[config.mk]
export PLATFORM = sky130hd
export DESIGN_NAME = seg7_readback_encoder_flat
export DESIGN_NICKNAME = d
export VERILOG_FILES = /design/src/rtl/seg7_pkg.sv /design/src/rtl/seg7_readback_encoder_if.sv /design/src/rtl/seg7_pattern_encoder.sv /design/src/rtl/seg7_readback_encoder.sv /design/src/flat_wrapper.sv
export SDC_FILE = /design/constraint.sdc
export NUM_CORES = 1
export LEC_CHECK = 0
export CORE_UTILIZATION = 30
export CTS_CLUSTER_SIZE = 40
export DETAILED_ROUTE_END_ITERATION = 10
export HOLD_SLACK_MARGIN = 0.15
export PLACE_DENSITY = 0.61
export RECOVER_POWER = 50
export SYNTH_ARGS = -nofsm -noshare
export SYNTH_HDL_FRONTEND = slang
export SYNTH_SLANG_ARGS = --single-unit
[constraint.sdc]
create_clock -name clk -period 6.4 [get_ports clk]
set_input_delay 1.92 -clock clk [delete_from_list [all_inputs] [get_ports clk]]
set_output_delay 1.92 -clock clk [all_outputs]
set_load 0.01 [all_outputs]
[src/rtl/seg7_pkg.sv]
// Shared definitions for the seven-segment readback path.
// Contents: segment bit indices and masks, the sixteen glyph patterns the
// encoder recognises, and the tracking FSM state type.
package seg7_pkg;

  localparam int unsigned SEG_W = 7;
  localparam int unsigned NIB_W = 4;

  // Segment bit positions on the seg bus
  localparam int unsigned SEG_TOP = 0;
  localparam int unsigned SEG_RT  = 1;
  localparam int unsigned SEG_RB  = 2;
  localparam int unsigned SEG_BOT = 3;
  localparam int unsigned SEG_LB  = 4;
  localparam int unsigned SEG_LT  = 5;
  localparam int unsigned SEG_MID = 6;

  localparam logic [SEG_W-1:0] S_T  = SEG_W'(1) << SEG_TOP;
  localparam logic [SEG_W-1:0] S_RT = SEG_W'(1) << SEG_RT;
  localparam logic [SEG_W-1:0] S_RB = SEG_W'(1) << SEG_RB;
  localparam logic [SEG_W-1:0] S_B  = SEG_W'(1) << SEG_BOT;
  localparam logic [SEG_W-1:0] S_LB = SEG_W'(1) << SEG_LB;
  localparam logic [SEG_W-1:0] S_LT = SEG_W'(1) << SEG_LT;
  localparam logic [SEG_W-1:0] S_M  = SEG_W'(1) << SEG_MID;

  // Glyph patterns (lit = 1), hex value noted per entry
  localparam logic [SEG_W-1:0] PAT_0 = S_T | S_RT | S_RB | S_B | S_LB | S_LT;        // 3F
  localparam logic [SEG_W-1:0] PAT_1 = S_RT | S_RB;                                  // 06
  localparam logic [SEG_W-1:0] PAT_2 = S_T | S_RT | S_B | S_LB | S_M;                // 5B
  localparam logic [SEG_W-1:0] PAT_3 = S_T | S_RT | S_RB | S_B | S_M;                // 4F
  localparam logic [SEG_W-1:0] PAT_4 = S_RT | S_RB | S_LT | S_M;                     // 66
  localparam logic [SEG_W-1:0] PAT_5 = S_T | S_RB | S_B | S_LT | S_M;                // 6D
  localparam logic [SEG_W-1:0] PAT_6 = S_T | S_RB | S_B | S_LB | S_LT | S_M;         // 7D
  localparam logic [SEG_W-1:0] PAT_7 = S_T | S_RT | S_RB;                            // 07
  localparam logic [SEG_W-1:0] PAT_8 = S_T | S_RT | S_RB | S_B | S_LB | S_LT | S_M;  // 7F
  localparam logic [SEG_W-1:0] PAT_9 = S_T | S_RT | S_RB | S_B | S_LT | S_M;         // 6F
  localparam logic [SEG_W-1:0] PAT_A = S_T | S_RT | S_RB | S_LB | S_LT | S_M;        // 77
  localparam logic [SEG_W-1:0] PAT_B = S_B | S_LB;                                   // 18
  localparam logic [SEG_W-1:0] PAT_C = S_T | S_B | S_M;                              // 49
  localparam logic [SEG_W-1:0] PAT_D = S_LB | S_LT;                                  // 30
  localparam logic [SEG_W-1:0] PAT_E = S_T | S_B;                                    // 09
  localparam logic [SEG_W-1:0] PAT_F = S_T | S_RT | S_B;                             // 0B

  typedef enum logic [1:0] {
    IDLE,
    TRACK,
    COMMIT,
    HOLD
  } state_e;

endpackage

[src/rtl/seg7_readback_encoder_if.sv]
// Segment-bus sampling interface for seg7_readback_encoder.
// master: drives seg/dig_sel/in_valid and observes the decoded results.
// slave : the readback encoder itself.
interface seg7_readback_encoder_if #(
  parameter int unsigned NUM_DIGITS = 4
);
  logic [6:0]              seg;
  logic [NUM_DIGITS-1:0]   dig_sel;
  logic                    in_valid;
  logic [4*NUM_DIGITS-1:0] value;
  logic [NUM_DIGITS-1:0]   digit_ok;
  logic                    upd;
  logic                    pat_err;
  logic                    sel_err;

  modport master (
    output seg, dig_sel, in_valid,
    input  value, digit_ok, upd, pat_err, sel_err
  );

  modport slave (
    input  seg, dig_sel, in_valid,
    output value, digit_ok, upd, pat_err, sel_err
  );
endinterface

[src/rtl/seg7_pattern_encoder.sv]
// Combinational segment-pattern to nibble lookup.
// Ports: pat_i (7-bit pattern, lit = 1), hit_c (pattern is a known glyph),
//        nib_c (encoded nibble, 0 when no hit).
module seg7_pattern_encoder
  import seg7_pkg::*;
(
  input  logic [SEG_W-1:0] pat_i,
  output logic             hit_c,
  output logic [NIB_W-1:0] nib_c
);

  always_comb begin
    hit_c = 1'b1;
    nib_c = '0;
    case (pat_i)
      PAT_0:   nib_c = 4'h0;
      PAT_1:   nib_c = 4'h1;
      PAT_2:   nib_c = 4'h2;
      PAT_3:   nib_c = 4'h3;
      PAT_4:   nib_c = 4'h4;
      PAT_5:   nib_c = 4'h5;
      PAT_6:   nib_c = 4'h6;
      PAT_7:   nib_c = 4'h7;
      PAT_8:   nib_c = 4'h8;
      PAT_9:   nib_c = 4'h9;
      PAT_A:   nib_c = 4'hA;
      PAT_B:   nib_c = 4'hB;
      PAT_C:   nib_c = 4'hC;
      PAT_D:   nib_c = 4'hD;
      PAT_E:   nib_c = 4'hE;
      PAT_F:   nib_c = 4'hF;
      default: hit_c = 1'b0;
    endcase
  end

endmodule

[src/rtl/seg7_readback_encoder.sv]
// Seven-segment readback encoder: samples the multiplexed segment bus,
// qualifies each (pattern, digit) pair by STABLE_CYCLES identical valid
// samples, encodes it and stores the nibble in that digit's slot.
// Ports: clk, rst (synchronous, active-high), bus (slave modport):
//   seg/dig_sel/in_valid in; value, digit_ok, upd, pat_err, sel_err out.
// Timing: value/digit_ok change one clock after the edge that samples the
// last qualifying sample; upd pulses one clock after that.
// Build option: SEG_ACTIVE_LOW_EN inverts seg at the input (0 = lit).
module seg7_readback_encoder
  import seg7_pkg::*;
#(
  parameter int unsigned NUM_DIGITS    = 4,
  parameter int unsigned STABLE_CYCLES = 4,
  parameter int unsigned CNT_W         = 3
) (
  input logic                    clk,
  input logic                    rst,
  seg7_readback_encoder_if.slave bus
);

  localparam int unsigned VAL_W = NIB_W * NUM_DIGITS;

  state_e                state_q, state_d;
  logic [CNT_W-1:0]      cnt_q, cnt_d;
  logic [SEG_W-1:0]      cur_pat_q, cur_pat_d;
  logic [NUM_DIGITS-1:0] cur_sel_q, cur_sel_d;
  logic [VAL_W-1:0]      value_q, value_d;
  logic [NUM_DIGITS-1:0] ok_q, ok_d;
  logic                  chg_q, chg_d;
  logic                  upd_q, upd_d;
  logic                  pat_err_q, pat_err_d;
  logic                  sel_err_q, sel_err_d;

  logic [SEG_W-1:0]      seg_c;
  logic                  sel_ok_c;
  logic                  same_c;
  logic [CNT_W-1:0]      cnt_inc_c;
  logic                  hit_c;
  logic [NIB_W-1:0]      nib_c;

  // Input polarity normalisation
`ifdef SEG_ACTIVE_LOW_EN
  assign seg_c = ~bus.seg;
`else
  assign seg_c = bus.seg;
`endif

  assign sel_ok_c  = $onehot(bus.dig_sel);
  assign same_c    = (seg_c == cur_pat_q) && (bus.dig_sel == cur_sel_q);
  assign cnt_inc_c = cnt_q + CNT_W'(1);

  seg7_pattern_encoder u_enc (
    .pat_i (cur_pat_q),
    .hit_c (hit_c),
    .nib_c (nib_c)
  );

  // State and output registers
  always_ff @(posedge clk) begin
    if (rst) begin
      state_q   <= IDLE;
      cnt_q     <= '0;
      cur_pat_q <= '0;
      cur_sel_q <= '0;
      value_q   <= '0;
      ok_q      <= '0;
      chg_q     <= 1'b0;
      upd_q     <= 1'b0;
      pat_err_q <= 1'b0;
      sel_err_q <= 1'b0;
    end else begin
      state_q   <= state_d;
      cnt_q     <= cnt_d;
      cur_pat_q <= cur_pat_d;
      cur_sel_q <= cur_sel_d;
      value_q   <= value_d;
      ok_q      <= ok_d;
      chg_q     <= chg_d;
      upd_q     <= upd_d;
      pat_err_q <= pat_err_d;
      sel_err_q <= sel_err_d;
    end
  end

  // Next-state, commit and error logic
  always_comb begin
    state_d   = state_q;
    cnt_d     = cnt_q;
    cur_pat_d = cur_pat_q;
    cur_sel_d = cur_sel_q;
    value_d   = value_q;
    ok_d      = ok_q;
    chg_d     = 1'b0;
    upd_d     = chg_q;
    pat_err_d = pat_err_q;
    sel_err_d = sel_err_q;

    // The commit uses the latched pair, so a new sample this cycle can
    // still be latched below without disturbing the write.
    if (state_q == COMMIT) begin
      for (int unsigned i = 0; i < NUM_DIGITS; i++) begin
        if (cur_sel_q[i]) begin
          if (hit_c) begin
            value_d[NIB_W*i +: NIB_W] = nib_c;
            ok_d[i] = 1'b1;
            chg_d   = !ok_q[i] || (value_q[NIB_W*i +: NIB_W] != nib_c);
          end else begin
            ok_d[i]   = 1'b0;
            pat_err_d = 1'b1;
          end
        end
      end
    end

    if (bus.in_valid && !sel_ok_c) begin
      sel_err_d = 1'b1;
      state_d   = IDLE;
      cnt_d     = '0;
    end else if (bus.in_valid && (state_q == TRACK) && same_c) begin
      cnt_d = cnt_inc_c;
      if (cnt_inc_c == CNT_W'(STABLE_CYCLES)) state_d = COMMIT;
    end else if (bus.in_valid && (state_q != IDLE) && same_c) begin
      state_d = HOLD;
    end else if (bus.in_valid) begin
      // New pattern or digit: restart qualification
      cur_pat_d = seg_c;
      cur_sel_d = bus.dig_sel;
      cnt_d     = CNT_W'(1);
      state_d   = (STABLE_CYCLES == 1) ? COMMIT : TRACK;
    end else if (state_q == COMMIT) begin
      state_d = HOLD;
    end
  end

  assign bus.value    = value_q;
  assign bus.digit_ok = ok_q;
  assign bus.upd      = upd_q;
  assign bus.pat_err  = pat_err_q;
  assign bus.sel_err  = sel_err_q;

endmodule

[src/flat_wrapper.sv]
// flat-port wrapper written by rule: the top's interface ports become plain ports
module seg7_readback_encoder_flat import seg7_pkg::*;
#(
  parameter int unsigned NUM_DIGITS    = 4,
  parameter int unsigned STABLE_CYCLES = 4,
  parameter int unsigned CNT_W         = 3
)
  (clk, rst, bus_seg, bus_dig_sel, bus_in_valid, bus_value, bus_digit_ok, bus_upd, bus_pat_err, bus_sel_err);
  seg7_readback_encoder_if #(.NUM_DIGITS(NUM_DIGITS)) bus_i ();
  input logic clk;
  input logic rst;
  input wire logic [$bits(bus_i.seg)-1:0] bus_seg;
  input wire logic [$bits(bus_i.dig_sel)-1:0] bus_dig_sel;
  input wire logic [$bits(bus_i.in_valid)-1:0] bus_in_valid;
  output wire logic [$bits(bus_i.value)-1:0] bus_value;
  output wire logic [$bits(bus_i.digit_ok)-1:0] bus_digit_ok;
  output wire logic [$bits(bus_i.upd)-1:0] bus_upd;
  output wire logic [$bits(bus_i.pat_err)-1:0] bus_pat_err;
  output wire logic [$bits(bus_i.sel_err)-1:0] bus_sel_err;
  assign bus_i.seg = bus_seg;
  assign bus_i.dig_sel = bus_dig_sel;
  assign bus_i.in_valid = bus_in_valid;
  assign bus_value = bus_i.value;
  assign bus_digit_ok = bus_i.digit_ok;
  assign bus_upd = bus_i.upd;
  assign bus_pat_err = bus_i.pat_err;
  assign bus_sel_err = bus_i.sel_err;
  seg7_readback_encoder #(.NUM_DIGITS(NUM_DIGITS), .STABLE_CYCLES(STABLE_CYCLES), .CNT_W(CNT_W)) u_core (.clk(clk), .rst(rst), .bus(bus_i));
endmodule
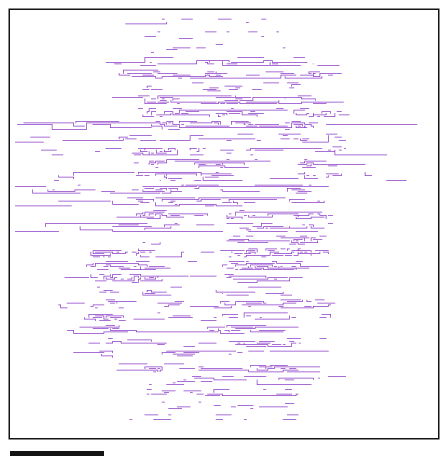
Fig. 1. Signal wires on met1.
The bar under the picture is 20 um long.
- wire length on this layer: 2610 um
- nets with wire on the layer: 294
- longest straight run: 27.6 um
- main direction: horizontal
- share of all routed wire: 48%
Vias: 2014
met1 Resource Use GR: 18.2%

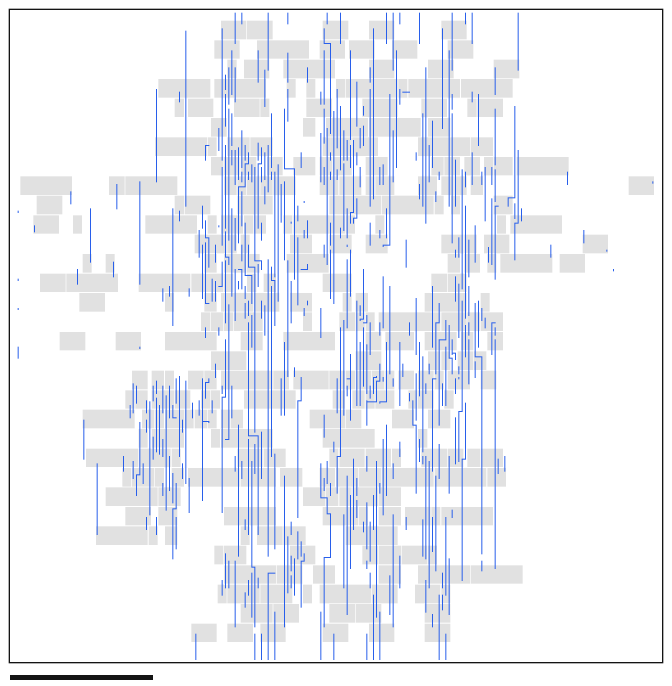
Fig. 2. Met2 routing.
The bar under the picture is 20 um long.
- wire length on this layer: 2600 um
- nets with wire on the layer: 268
- main direction: vertical
- longest straight run: 41.5 um
- share of all routed wire: 47%
drt total wl: 5.48 mm
met2 Track Usage GR: 23.3%

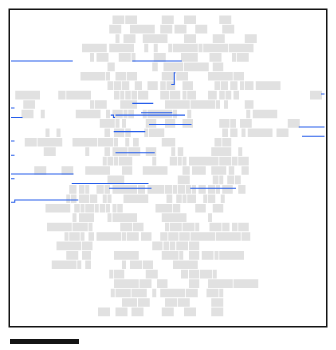
Fig. 3. M3 wires.
The bar under the picture is 20 um long.
- nets with wire on the layer: 18
- longest straight run: 21.8 um
- wire length on this layer: 207 um
- main direction: horizontal
- share of all routed wire: 3.8%
met3 GRT Util: 3.18%

==> results.cfg <==
; synthesis and place-and-route metrics
[status]
status = finished with violations
violations = capacitance limit, slew limit

[timing]
drv_slew = 37
timing.final.ws_setup_ps = 2060
slew_headroom_pct = -12.0
max_freq_ghz = 0.230
fin_crit_ps = 4340
fin_tns_setup_ps = 0

[synthesis]
postSynth.asyncResetShare_pct = 0
syn-num-nets = 295
synth_area_per_cell_um2 = 8.68
top_area_cell = dfxtp_1
ys_types = 56
netlist_area_mm2 = 0.00239
top_cell = nor2_1
ys_sh_simple_pct = 28.0

[layout]
fillCellCount = 774
seqCellArea_um2 = 801
clock_buffers = 8
drive_above_1_share_pct = 6.58
buf_share_pct = 12.7
area_delta_synth_final_pct = 19.7
largest_class = multi-input combinational cells

[worst_setup_path]
r2r_slack_ps = 3650
crit_type = in2reg

[power]
p_per_area_mw_per_mm2 = 179
p_leak_nw = 0.968
top_power_group = registers
power.switching_mw = 0.134

[clock_tree]
h-tree-depth = 2
cts_tree = built
cts-resized-gates = 0

[grt]
grt_overflow_total = 0
grt_pass1_wl_mm = 9.48
grt_max_degree = 37

[flow_run]
warnings = 27
drv_cap = 1

[min_path]
hp-start = u_core.bus.sel_err$_SDFFE_PP0P_
min_path_type = reg2reg

[place]
portBuffers = 36
post_dp_cell_area_mm2 = 0.00277
post-place-ws_ps = 1820

[floorplanning]
rows = 32
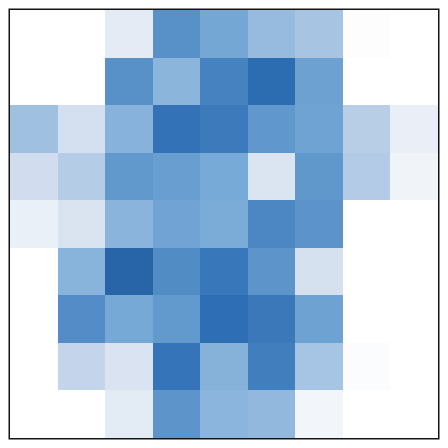
Fig. 4. Cell area per tile.
The die is cut into 9 by 9 equal tiles; white is low, dark blue is high, 0 to 100% covered.
- fullest tile: 79%
- nearly empty tiles: 27%
- mean over tiles: 33%
- tiles over 75% full: 3.7%
- emptiest ninth of the die: lower right
Initial Utilization: 30.9%
core area: 0.00773 mm2

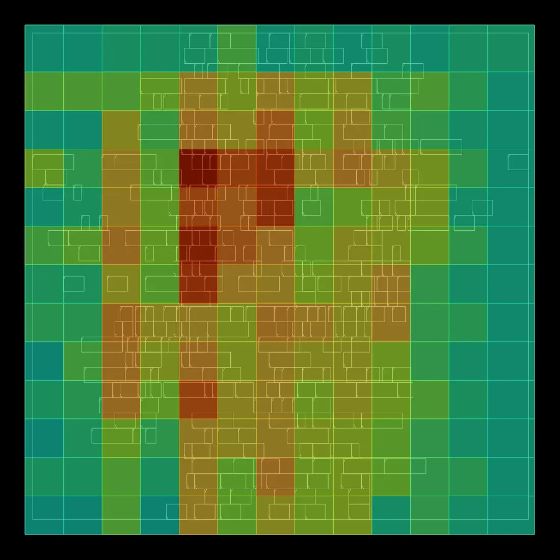
Fig. 5. Congestion heat map.
Overall Global Routing Usage: 14.4%
gr busiest metal: met2
final core utilization: 37.0%

==> worst max-delay path by stage <==
stage | start | endpoint | cells past startpoint
detailed placement | bus_dig_sel[0] | u_core.cur_pat_q[2]$_SDFFE_PP0P_ | 8
global placement | bus_dig_sel[0] | u_core.cur_pat_q[3]$_SDFFE_PP0P_ | 8
finish | bus_dig_sel[0] | u_core.cur_pat_q[2]$_SDFFE_PP0P_ | 8
global route | bus_dig_sel[1] | u_core.cur_pat_q[1]$_SDFFE_PP0P_ | 8
floorplan | bus_dig_sel[0] | u_core.cur_pat_q[4]$_SDFFE_PP0P_ | 8
CTS | bus_dig_sel[0] | u_core.cur_pat_q[2]$_SDFFE_PP0P_ | 8
==> state kept, by name, indices dropped and copies added (netlist names) <==
signal,cells
u_core.cnt_q,3
u_core.bus.value,16
u_core.bus.digit_ok,4
u_core.cur_pat_q,7
u_core.cur_sel_q,4
u_core.bus.upd,1
u_core.chg_q,1
u_core.state_q,2
u_core.bus.sel_err,1
u_core.bus.pat_err,1
==> critical path: stages <==
cell             delay [ps]
clkdlybuf4s50_1         470
ha_1                    320
ha_1                    210
fa_1                    440
nor2_1                  150
and4_1                  630
mux2i_1                 260
nor2_1                   60
==> layout by cell type (no fill, tap or decap), types with 2 or more instances in the layout <==
master	count
mux2i_1	21
nand2_1	15
a311oi_1	5
nand3b_1	2
clkbuf_8	6
o22ai_1	2
inv_1	2
nand4_1	5
nor2_1	51
a211oi_1	4
nor3_1	9
o21ai_0	6
clkdlybuf4s50_1	27
nand2b_1	2
nand4b_1	2
nor2b_1	7
dlygate4sd3_1	9
clkbuf_1	3
xnor2_1	15
dfxtp_1	40
nor4_1	3
nand3_1	8
a31oi_2	4
xor2_1	5
or3_1	3
ha_1	5
or4_1	3
a21oi_1	14
